==> config.mk <==
export PLATFORM = sky130hd
export DESIGN_NAME = pixel_readout_capture
export DESIGN_NICKNAME = d
export VERILOG_FILES = /design/src/rtl/camera_pkg.sv /design/src/rtl/readout_stream_tx.sv /design/src/rtl/pixel_readout_capture.sv
export SDC_FILE = /design/constraint.sdc
export NUM_CORES = 1
export LEC_CHECK = 0
export ABC_AREA = 0
export CAP_MARGIN = 40
export CORE_MARGIN = 2
export CORE_UTILIZATION = 35
export CTS_CLUSTER_DIAMETER = 100
export DETAILED_ROUTE_END_ITERATION = 7
export GPL_ROUTABILITY_DRIVEN = 0
export PLACE_DENSITY_LB_ADDON = 0.1
export SYNTH_ARGS = -nofsm -noshare
export SYNTH_HDL_FRONTEND = slang
export SYNTH_HIERARCHICAL = 1
export SYNTH_SLANG_ARGS = --single-unit
==> constraint.sdc <==
create_clock -name Clk -period 3.8 [get_ports Clk]
set_input_delay 0.38 -clock Clk [delete_from_list [all_inputs] [get_ports Clk]]
set_output_delay 0.38 -clock Clk [all_outputs]
set_load 0.01 [all_outputs]
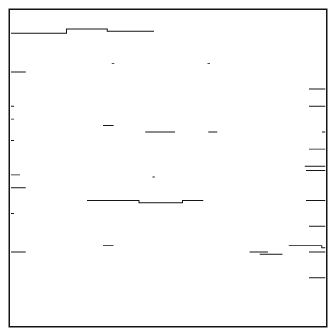
Fig. 1. The metal 3 layer (run 1).
share of all routed wire: 2.9%
longest straight run: 17.5 um
wire length on this layer: 194 um
final wirelength: 6.58 mm
DR vias: 2046
met3 GRT Util: 0.0279

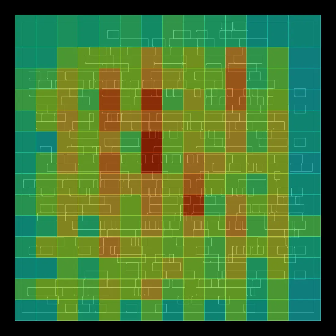
Fig. 2. Congestion heat map (run 1).
DR WL/cell: 15.9 um
GRT met1 Usage: 0.218
Tot GR Track Use: 0.142
routing usage on met2: 0.187
gr busiest metal: met1

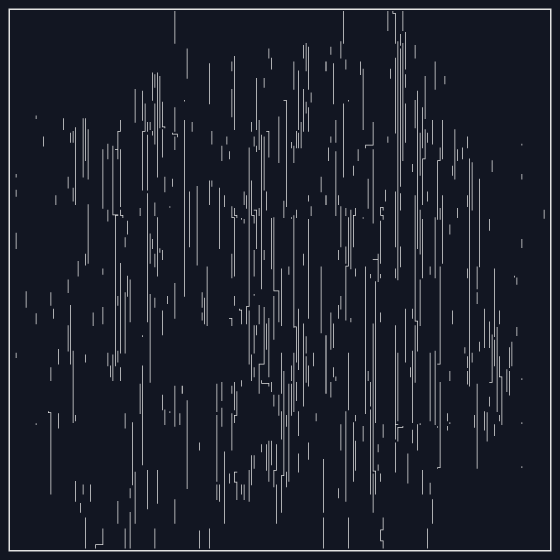
Fig. 3. Met2 routing (run 1).
longest straight run: 44.2 um
wire length on this layer: 2640 um
share of all routed wire: 40%

==> Changelog: implementation, run 1 <==
### Implementation results

- CTS Hold Bufs: 0
- NetSw: 679 uW
- Status: finished, final reports clean
- Adder Area Share: 0.00772
- Top power group: registers
- WP depth: 4
- Final hold violation count: 0
- Ant. Diodes: 0
- Sum Neg Setup Slack: 0 ns
- Post-layout min period: 2.35 ns
- M1 wire length: 3.59 mm
- H-Tree Depth: 3
- Avg Cell Area, Syn: 12.3 um2
- Seq pwr: 1090 uW
- Gr ovfl total: 0
- Yosys synthesis chip area: 0.00324 mm2
- # Cells Yosys: 263
- Clock Skews: 0.00737 ns
- Post-CTS setup repair buffer count: 0
- Root buf cell: clkbuf_8
- Crit. End Element: flop
- CP Data Required Time: 4.06 ns
- Largest fanout on the critical path: 28
- Fin area: 0.00392 mm2
- Ys flops: 76
- Tot Pwr: 2380 uW
- CP arrival: 2.61 ns
- Most common cell in the synthesized netlist: dfrtp_1
- Layout Cells excl Fill: 414
- Power share of the clock group: 0.311
- Port-buffer cells: 35
- Flops: 76
- Mapped Cells: 263
- Io pins: 36
- Leakage: 0.00181 uW
- Max-slew violation count: 0
- Main logic family: multiplexers
- Row count: 35
- WP buf/inv: 1
- Layout non-clock buf frac: 0.0990
- Post-DP HPWL: 4.10 mm
- P_comb: 542 uW
- Biggest Area Class: sequential cells
- CTS Buf Count: 9
- Chip area: 0.0100 mm2
- Fillcell total: 883
- Post-DP Area: 0.00368 mm2
- R2r setup slk: 1.45 ns
- Number of max-cap violations: 0
- Largest net degree at the start of global routing: 40
- Core footprint: 0.00911 mm2
- Post-layout util: 0.430
- Latency at later pin: 0.35 ns
- R2r worst-path depth: 4
- DIE WIDTH: 100 um
- Tool Warnings: 27
- Clk_buf instances: 9
- # setup viols final: 0
- Chip height: 100 um
- CTS tree: yes
- Metal3 WL: 193 um
- Top layer in use: met4
- Tally of yosys warning messages: 6
- CTS-repair resized insts: 0
- Post-route ant nets: 0
- Seq area share: 0.485
- Synthesized area: 0.00324 mm2
- Worst-Margin Slew: 0.615 ns
- Seq pwr share: 0.461
- Sw Share: 0.286
- Layout clock area frac: 0.0610
- Max frequency: 426 MHz
- Setup CP Type: flop to flop
- XOR/XNOR share of the synthesized area: 0.00270
- WHS: 0.468 ns
- Crit-path slowest cell: dfrtp_1
- Wire length on met2: 2.64 mm
- Post-synth EDFFs: 0
- Logic inverters: 4
- Synth unique cells: 28
- Top cell area share: 0.587
- Max stage delay on crit path: 0.70 ns
- Simple-Gate Fraction of Synth Area: 0.123
- N_taps: 111
- Top cells by area: dfrtp_1 59%, mux2_4 8.3%, mux2_2 4.9%, nand3_1 3.7%, a22oi_1 3.7%
- MUX share of area: 0.160
- Layout area overhead: 20.9%
- Cell area power density: 606 mW/mm2
- Logic pwr share: 0.228
- Ys async rst share: 1.00
- Most numerous logic cells after layout: 76 x dfrtp_1, 35 x clkdlybuf4s50_1, 31 x nand2_1, 24 x nand3_1, 20 x o21ai_1
- Pre-CTS setup slack: 1.46 ns
- DRC: 0
- Iteration tally of the first detailed-router pass: 4
- Seq share, synth: 0.587
- List of most frequent post-synthesis cells: 76 x dfrtp_1, 31 x nand2_1, 24 x nand3_1
- VDD IR max: 0.241 mV
- DP Cell Count: 398
- Startpoint type of the worst setup path: flop
- Vias per cell: 4.94
- First-iteration detailed-routing DRC count: 121
- Clock network power: 739 uW
- Nets@finish: 323
- Vias in the first global route: 1990
- Setup ws final: 1.45 ns
- Internal cell power: 1700 uW
- Comb gate area: 0.00123 mm2
- Aoi share: 0.0876
- Cell family with the largest share of critical-path delay: simple AND/OR/NAND/NOR gates
- Comb area share: 0.315
- Init Core Util: 0.356
- Non-Clock Buffer Count: 40
- Most instantiated logic cell after routing: dfrtp_1
- RSZ-0062 raised after global routing: no
- Multi-input gates: 167
- Worst hold path type: primary input to async pin
- Register Area: 0.00190 mm2
- Global-route wire length before repair: 10.8 mm
- Initial antenna violation count: 0
- Clk sinks: 76
- Syn_nets: 288
- Post-synth top area cell: dfrtp_1
- Synth Flop Type: dfrtp_1
- Reg clk slew, reported paths: 0.08 ns
- CP cell instances: buf_4 > nand3b_2 > and2_4 > o21ai_0
- Slew headroom: 0.588
- Clock Path Buffers: 2
- Layout cells sized above 1: 0.198
- Fin crit share: 0.618
- Max FFs per register: 32
Fig. 4: run 1, signal wires on met1
Scale bar: 20 um.
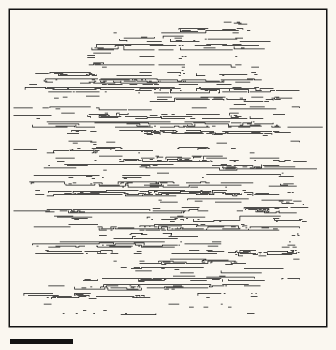

==> run 2, diff against run 1 <==
==> constraint.sdc (replaced) <==
create_clock -name Clk -period 2 [get_ports Clk]
set_input_delay 0.2 -clock Clk [delete_from_list [all_inputs] [get_ports Clk]]
set_output_delay 0.2 -clock Clk [all_outputs]
set_load 0.01 [all_outputs]
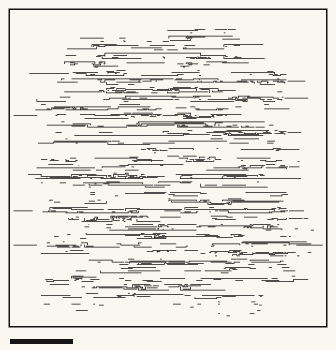
Fig. 5. Signal wires on met1 (run 2).
Scale bar: 20 um.
longest straight run: 40.0 um
main direction: horizontal
wire length on this layer: 3520 um
DR vias: 2055
final wirelength: 6.62 mm
GRT met1 Usage: 0.222

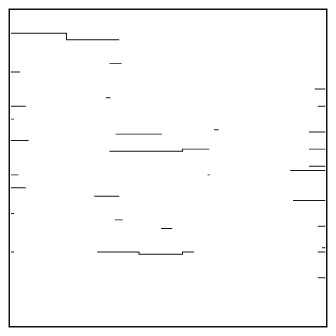
Fig. 6. The metal 3 layer (run 2).
wire length on this layer: 201 um
share of all routed wire: 3.0%
nets with wire on the layer: 23
longest straight run: 23.0 um
met3 GRT Util: 0.0362

==> Changelog: implementation, run 2 <==
### Implementation results

- Seq pwr share: 0.435
- Vias per cell: 4.93
- Sw Share: 0.270
- Synth Flop Type: dfrtp_1
- Latency at later pin: 0.34 ns
- Tot GR Track Use: 0.149
- Adder Area Share: 0.00772
- Core footprint: 0.00911 mm2
- Comb gate area: 0.00123 mm2
- RSZ-0062 raised after global routing: no
- Register Area: 0.00190 mm2
- Port-buffer cells: 35
- Ys async rst share: 1.00
- Routing usage on met2: 0.206
- Cell area power density: 1180 mW/mm2
- Seq share, synth: 0.587
- CTS-repair resized insts: 0
- Multi-input gates: 167
- Max stage delay on crit path: 0.40 ns
- Clock Path Buffers: 2
- CTS tree: yes
- Setup ws final: 0.423 ns
- Crit-path slowest cell: dfrtp_1
- Vias in the first global route: 2064
- R2r setup slk: 0.42 ns
- DIE WIDTH: 100 um
- Fin area: 0.00397 mm2
- Clk sinks: 76
- Ys flops: 76
- Nets@finish: 326
- Most numerous logic cells after layout: 76 x dfrtp_1, 35 x clkdlybuf4s50_1, 31 x nand2_1, 24 x nand3_1, 20 x o21ai_1
- Chip height: 100 um
- Main logic family: multiplexers
- Max-slew violation count: 0
- Mapped Cells: 263
- Status: finished, final reports clean
- Chip area: 0.0100 mm2
- Tally of yosys warning messages: 6
- DR WL/cell: 15.9 um
- Layout clock area frac: 0.0669
- Worst hold path type: primary input to async pin
- Post-DP HPWL: 4.14 mm
- Ant. Diodes: 0
- Layout cells sized above 1: 0.199
- Tot Pwr: 4680 uW
- # setup viols final: 0
- P_comb: 1110 uW
- Post-layout min period: 1.58 ns
- CP arrival: 1.85 ns
- NetSw: 1260 uW
- Flops: 76
- Leakage: 0.00184 uW
- Top layer in use: met4
- Fin crit share: 0.788
- Post-synth top area cell: dfrtp_1
- Crit. End Element: flop
- Most common cell in the synthesized netlist: dfrtp_1
- Fillcell total: 889
- Top cells by area: dfrtp_1 59%, mux2_4 8.3%, mux2_2 4.9%, nand3_1 3.7%, a22oi_1 3.7%
- DRC: 0
- Top power group: registers
- Layout area overhead: 22.4%
- Pre-CTS setup slack: 0.132 ns
- Seq pwr: 2030 uW
- Post-synth EDFFs: 0
- Reg clk slew, reported paths: 0.08 ns
- Gr ovfl total: 0
- CP cell instances: nand2_1 > nor2_1 > nor2b_1 > buf_4 > a22oi_1 > o21ai_1
- Top cell area share: 0.587
- Aoi share: 0.0876
- Logic inverters: 4
- Simple-Gate Fraction of Synth Area: 0.123
- Layout Cells excl Fill: 417
- WP depth: 6
- VDD IR max: 0.535 mV
- Syn_nets: 288
- Max frequency: 634 MHz
- Tool Warnings: 27
- MUX share of area: 0.160
- Cell family with the largest share of critical-path delay: simple AND/OR/NAND/NOR gates
- Row count: 35
- Gr busiest metal: met1
- Init Core Util: 0.356
- Max FFs per register: 32
- Iteration tally of the first detailed-router pass: 4
- Wire length on met2: 2.81 mm
- Logic pwr share: 0.238
- First-iteration detailed-routing DRC count: 98
- CP Data Required Time: 2.27 ns
- Final hold violation count: 0
- WHS: 0.293 ns
- Largest net degree at the start of global routing: 40
- Setup CP Type: flop to flop
- Power share of the clock group: 0.328
- Seq area share: 0.479
- Internal cell power: 3410 uW
- Clock network power: 1530 uW
- Post-CTS setup repair buffer count: 0
- Startpoint type of the worst setup path: flop
- Number of max-cap violations: 0
- Io pins: 36
- Layout non-clock buf frac: 0.103
- CTS Buf Count: 9
- Avg Cell Area, Syn: 12.3 um2
- WP buf/inv: 1
- Comb area share: 0.311
- Slew headroom: 0.663
- Initial antenna violation count: 0
- Yosys synthesis chip area: 0.00324 mm2
- H-Tree Depth: 3
- M1 wire length: 3.52 mm
- Post-layout util: 0.435
- Worst-Margin Slew: 0.505 ns
- R2r worst-path depth: 6
- Clk_buf instances: 12
- DP Cell Count: 401
- Non-Clock Buffer Count: 43
- Synth unique cells: 28
- Clock Skews: 0.00614 ns
- CTS Hold Bufs: 0
- # Cells Yosys: 263
- Sum Neg Setup Slack: 0 ns
- N_taps: 111
- Synthesized area: 0.00324 mm2
- Root buf cell: clkbuf_8
- Metal3 WL: 201 um
- Largest fanout on the critical path: 24
- Post-DP Area: 0.00370 mm2
- Post-route ant nets: 0
Power and IR drop assume default switching activity.
